===== config.mk =====
export PLATFORM = sky130hd
export DESIGN_NAME = prog_loader
export DESIGN_NICKNAME = d
export VERILOG_FILES = /design/src/rtl/prog_loader.sv
export SDC_FILE = /design/constraint.sdc
export NUM_CORES = 1
export LEC_CHECK = 0
export ABC_AREA = 1
export CAP_MARGIN = 5
export CELL_PAD_IN_SITES_DETAIL_PLACEMENT = 2
export CELL_PAD_IN_SITES_GLOBAL_PLACEMENT = 2
export CORE_UTILIZATION = 30
export DETAILED_ROUTE_END_ITERATION = 10
export PLACE_DENSITY_LB_ADDON = 0.1
export SLEW_MARGIN = 15
export SYNTH_ARGS = -nofsm -noshare
export SYNTH_HDL_FRONTEND = slang
export SYNTH_SLANG_ARGS = --single-unit
export TNS_END_PERCENT = 1

===== constraint.sdc =====
create_clock -name clk -period 3.7 [get_ports clk]
set_input_delay 0.74 -clock clk [delete_from_list [all_inputs] [get_ports clk]]
set_output_delay 0.74 -clock clk [all_outputs]
set_load 0.03 [all_outputs]

===== src/rtl/prog_loader.sv =====
// prog_loader -- loads a program image from a byte stream into word memory
// while holding the core in reset.
//
// Frame: word count N (2 bytes, little-endian), then 4N payload bytes,
// each word little-endian. With PROG_LOADER_CHECKSUM_EN defined, one
// extra byte follows the payload and must equal the XOR of all payload
// bytes; otherwise the load ends straight after the last word.
//
// Parameters
//   ADDR_BITS       program memory word-address width (capacity 2^ADDR_BITS)
//   TIMEOUT_CYCLES  max idle cycles between accepted bytes during a load
//
// Ports
//   clk, Reset      rising-edge clock, synchronous active-high reset
//   Start           one-cycle pulse, begins a load from IDLE/DONE/ERR
//   InValid/InData  byte stream in; InReady high while a load is running
//   MemWrEn         one-cycle write strobe per assembled word
//   MemAddr         word index of the write
//   MemWrData       assembled word
//   CoreReset       high except after a successful load
//   Busy            load in progress
//   Done / Error    sticky completion / abort flags (until next Start)
//
// Optional feature macro: PROG_LOADER_CHECKSUM_EN
module prog_loader #(
    parameter int ADDR_BITS      = 9,
    parameter int TIMEOUT_CYCLES = 1024
) (
    input  logic                 clk,
    input  logic                 Reset,
    input  logic                 Start,
    input  logic                 InValid,
    input  logic [7:0]           InData,
    output logic                 InReady,
    output logic                 MemWrEn,
    output logic [ADDR_BITS-1:0] MemAddr,
    output logic [31:0]          MemWrData,
    output logic                 CoreReset,
    output logic                 Busy,
    output logic                 Done,
    output logic                 Error
);

    localparam int                IDLE_W    = $clog2(TIMEOUT_CYCLES + 1);
    localparam logic [IDLE_W-1:0] IDLE_LAST = IDLE_W'(TIMEOUT_CYCLES - 1);
    // Largest legal word count; 17 bits so 2^16 is representable.
    localparam logic [16:0]       CAPACITY  = 17'(1) << ADDR_BITS;

`ifdef PROG_LOADER_CHECKSUM_EN
    typedef enum logic [2:0] {IDLE, LEN_LO, LEN_HI, DATA, CHECK, DONE, ERR} state_t;
`else
    typedef enum logic [2:0] {IDLE, LEN_LO, LEN_HI, DATA, DONE, ERR} state_t;
`endif

    state_t             state, stateNext;
    logic [15:0]        wordCount;
    logic [15:0]        wordIdx;
    logic [1:0]         byteCnt;
    logic [23:0]        asmWord;
    logic [IDLE_W-1:0]  idleCnt;
`ifdef PROG_LOADER_CHECKSUM_EN
    logic [7:0]         csum;
`endif

    logic               busyState;
    logic               accept;
    logic               startLoad;
    logic               idleExpired;
    logic [15:0]        newLen;
    logic               lenBad;
    logic               lastWord;
    logic               wordComplete;

    // ---------------------------------------------------------------
    // FSM state register
    // ---------------------------------------------------------------
    always_ff @(posedge clk) begin
        if (Reset) state <= IDLE;
        else       state <= stateNext;
    end

    // ---------------------------------------------------------------
    // Next state and state-decoded outputs
    // ---------------------------------------------------------------
    always_comb begin
        busyState = 1'b0;
        case (state)
            LEN_LO, LEN_HI, DATA: busyState = 1'b1;
`ifdef PROG_LOADER_CHECKSUM_EN
            CHECK:                busyState = 1'b1;
`endif
            default:              busyState = 1'b0;
        endcase

        accept       = InValid && busyState;
        startLoad    = Start && ((state == IDLE) || (state == DONE) || (state == ERR));
        // An accepted byte in the expiring cycle wins over the timeout.
        idleExpired  = busyState && !accept && (idleCnt == IDLE_LAST);
        newLen       = {InData, wordCount[7:0]};
        lenBad       = (newLen == 16'd0) || ({1'b0, newLen} > CAPACITY);
        lastWord     = (wordIdx == wordCount - 16'd1);
        wordComplete = accept && (state == DATA) && (byteCnt == 2'd3);

        stateNext = state;
        case (state)
            IDLE, DONE, ERR: if (Start) stateNext = LEN_LO;
            LEN_LO: begin
                if (accept)           stateNext = LEN_HI;
                else if (idleExpired) stateNext = ERR;
            end
            LEN_HI: begin
                if (accept)           stateNext = lenBad ? ERR : DATA;
                else if (idleExpired) stateNext = ERR;
            end
            DATA: begin
                if (wordComplete && lastWord) begin
`ifdef PROG_LOADER_CHECKSUM_EN
                    stateNext = CHECK;
`else
                    stateNext = DONE;
`endif
                end else if (idleExpired) begin
                    stateNext = ERR;
                end
            end
`ifdef PROG_LOADER_CHECKSUM_EN
            CHECK: begin
                if (accept)           stateNext = (InData == csum) ? DONE : ERR;
                else if (idleExpired) stateNext = ERR;
            end
`endif
            default: stateNext = IDLE;
        endcase

        InReady   = busyState;
        Busy      = busyState;
        CoreReset = (state != DONE);
        Done      = (state == DONE);
        Error     = (state == ERR);
    end

    // ---------------------------------------------------------------
    // Datapath: length capture, word assembly, write port, idle timer
    // ---------------------------------------------------------------
    always_ff @(posedge clk) begin
        if (Reset) begin
            MemWrEn   <= 1'b0;
            MemAddr   <= '0;
            MemWrData <= '0;
            wordCount <= '0;
            wordIdx   <= '0;
            byteCnt   <= '0;
            asmWord   <= '0;
            idleCnt   <= '0;
`ifdef PROG_LOADER_CHECKSUM_EN
            csum      <= '0;
`endif
        end else begin
            MemWrEn <= 1'b0;
            // Counts only while waiting on the stream; zero outside a load.
            idleCnt <= (accept || !busyState) ? '0 : idleCnt + 1'b1;

            if (startLoad) begin
                wordIdx <= '0;
                byteCnt <= '0;
`ifdef PROG_LOADER_CHECKSUM_EN
                csum    <= '0;
`endif
            end

            if (accept) begin
                case (state)
                    LEN_LO: wordCount[7:0]  <= InData;
                    LEN_HI: wordCount[15:8] <= InData;
                    DATA: begin
`ifdef PROG_LOADER_CHECKSUM_EN
                        csum    <= csum ^ InData;
`endif
                        byteCnt <= byteCnt + 2'd1;
                        case (byteCnt)
                            2'd0: asmWord[7:0]   <= InData;
                            2'd1: asmWord[15:8]  <= InData;
                            2'd2: asmWord[23:16] <= InData;
                            default: begin
                                // Fourth byte: the word is only written once
                                // complete, so a partial word never reaches memory.
                                MemWrEn   <= 1'b1;
                                MemAddr   <= wordIdx[ADDR_BITS-1:0];
                                MemWrData <= {InData, asmWord};
                                wordIdx   <= wordIdx + 16'd1;
                            end
                        endcase
                    end
                    default: ;
                endcase
            end
        end
    end

endmodule


### Cell sizes after repair

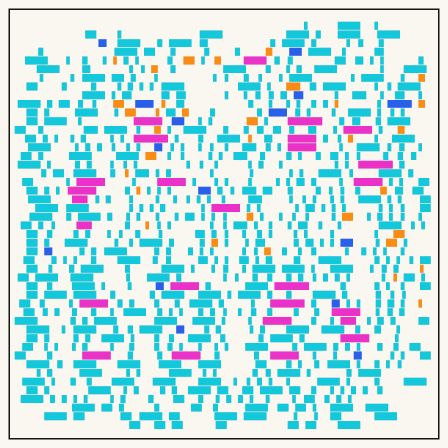
[magenta] drive 6 and up | cells: 26 | share: 3.3% | most used: clkbuf_16
[cyan] drive 1 or less | cells: 714 | share: 91% | most used: nor2_1
[blue] drive 3 to 4 | cells: 15 | share: 1.9% | most used: buf_4
[orange] drive 2 | cells: 33 | share: 4.2% | most used: inv_2

### Local utilization

13 x 13 tiles, from white (low) to dark blue (high), 0 to 100% covered.
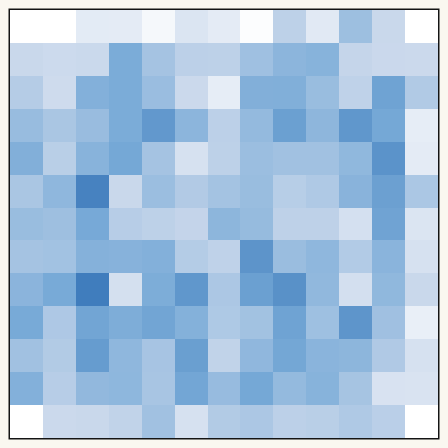
mean over tiles: 36%
nearly empty tiles: 3.6%
fullest tile: 69%

### Zoomed window

Region (91, 91) to (111, 111) µm. Cells in gray, sequential cells in the stronger gray; small squares are vias.
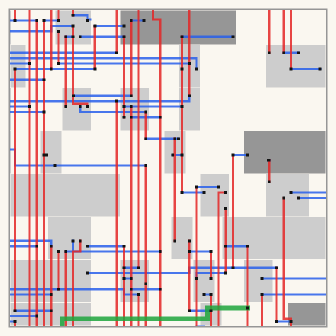
[green] met3
[blue] met1
[red] met2
cells with their middle in the window: 22
netlist names of flops here include: idleCnt (1), wordIdx (1)
most frequent: nand2_1 (4), clkbuf_16 (3)
sequential cells in the window: 2

==> PnR_summary.wiki <==
== Metrics ==
{| class="wikitable"
! Metric !! Value
|-
| End of the worst register-to-register path || wordIdx[11]
|-
| Drt first pass iters || 4
|-
| Average wire length per cell after detail routing || 18.0 µm
|-
| Post-route minimum period || 2790 ps
|-
| Number of antenna violations at the first check in global routing || 0
|-
| M1 wire length || 8.15 mm
|-
| Wire length after detailed routing || 18.1 mm
|-
| Ratio of cells with drive above 1 in the final layout || 9.39%
|-
| Number of cell instances after yosys synthesis || 724
|-
| Overall Power || 3.38 mW
|-
| Placer congestion estimate || 0.778
|-
| Number of input and output port buffers inserted || 58
|-
| Outcome || completed
|-
| Final worst setup slack || 911 ps
|-
| Compound-cell area share of the yosys netlist || 18.3%
|-
| Sequential share of the synthesized area || 43.6%
|-
| Endpoint of the worst hold-timing path || idleCnt[0]
|-
| Static Leakage || 2.84 nW
|-
| Total power per unit cell area || 508 mW/mm²
|-
| Final slew viol count || 0
|-
| FFs w/ async S/R, synth || 0%
|-
| Power share of the combinational group || 8.5%
|-
| Yosys Warn Count || 0
|-
| Dominant kind of cell || logic gates
|-
| CP Launch Point || InValid
|-
| Number of sequential cells in the layout || 114
|-
| Number of warnings the tools reported || 30
|-
| Average instance area after synthesis || 7.24 µm²
|}
### Ports around the boundary

Bar = 50 µm. Pins as bars across the die edge, other pins in gray.
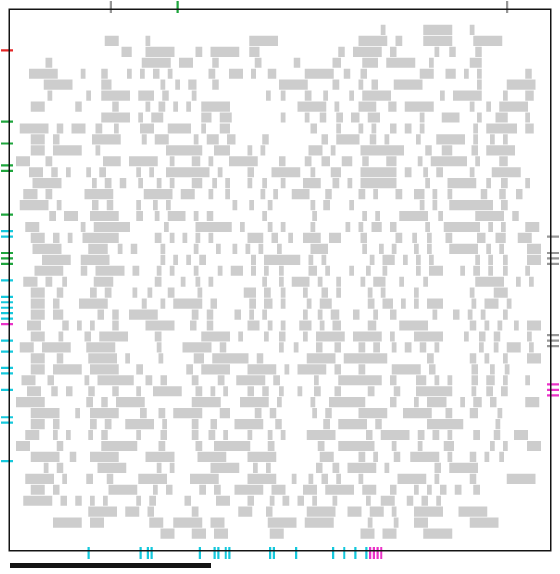
[magenta] InData | pins: 8 | direction: input | edge: 4 bottom, 3 right, 1 left
[green] MemAddr | pins: 9 | direction: output | edge: 8 left, 1 top
[red] clk | pins: 1 | direction: input | edge: left
[cyan] MemWrData | pins: 32 | direction: output | edge: 16 left, 16 bottom

### Placement view

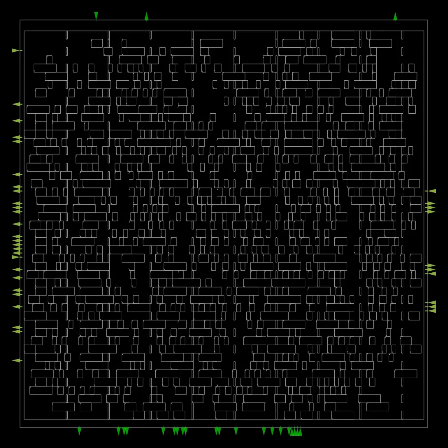
core area: 0.0168 mm²
site row count: 47
fillers: 1963
Tap Cells: 220

-- critical path, cell delays in order --
cell             delay, ps
clkdlybuf4s50_1        520
inv_2                   90
nor2_4                 270
inv_2                  170
nor2_8                 320
inv_2                  390
nor2_4                 240
o21ai_0                150
a31oi_1                200
-- cell usage in the layout (no fill, tap or decap), drive strengths merged --
master and instances:
o21ai 98, a31oi 2, a22oi 2, nand3b 3, o2111a 1, xnor2 6
clkinvlp 2, dfxtp 114, clkbuf 21, nor3b 3, a311oi 2, inv 74
o211ai 1, o21bai 1, clkinv 2, o21a 1, ha 8, a211oi 3
nor4 1, nand2 113, or2 4, o22ai 1, and2 1, nand4 3
nor2 128, bufinv 5, nand3 36, nor3 14, clkdlybuf4s50 58, a21oi 70
a2111oi 1, buf 5, xor2 4
-- cells in the mapped netlist (3+ instances only) --
master / number / area [µm²]
a211oi_1: 3 / 22.5
a21oi_1: 70 / 350
buf_2: 7 / 35.0
clkbuf_1: 17 / 63.8
dfxtp_1: 114 / 2280
ha_1: 8 / 100
inv_1: 64 / 240
inv_2: 10 / 37.5
nand2_1: 110 / 413
nand2_2: 3 / 18.8
nand3_1: 29 / 145
nand3_2: 7 / 70.1
nand3b_1: 3 / 22.5
nand4_1: 3 / 18.8
nor2_1: 117 / 439
nor2_2: 6 / 37.5
nor2_4: 4 / 45.0
nor3_1: 11 / 55.1
o21ai_0: 94 / 470
o21ai_1: 4 / 20.0
or2_2: 3 / 18.8
xnor2_1: 6 / 52.6
xor2_1: 4 / 35.0
-- sequential cells by signal, summed over array words and instances, names as in the netlist --
register and flops:
MemWrEn 1, idleCnt 11, byteCnt 2, MemAddr 9, MemWrData 32, state 3
wordCount 16, wordIdx 16, asmWord 24
Power figures rest on the tool's default switching activity, not on a simulated workload.
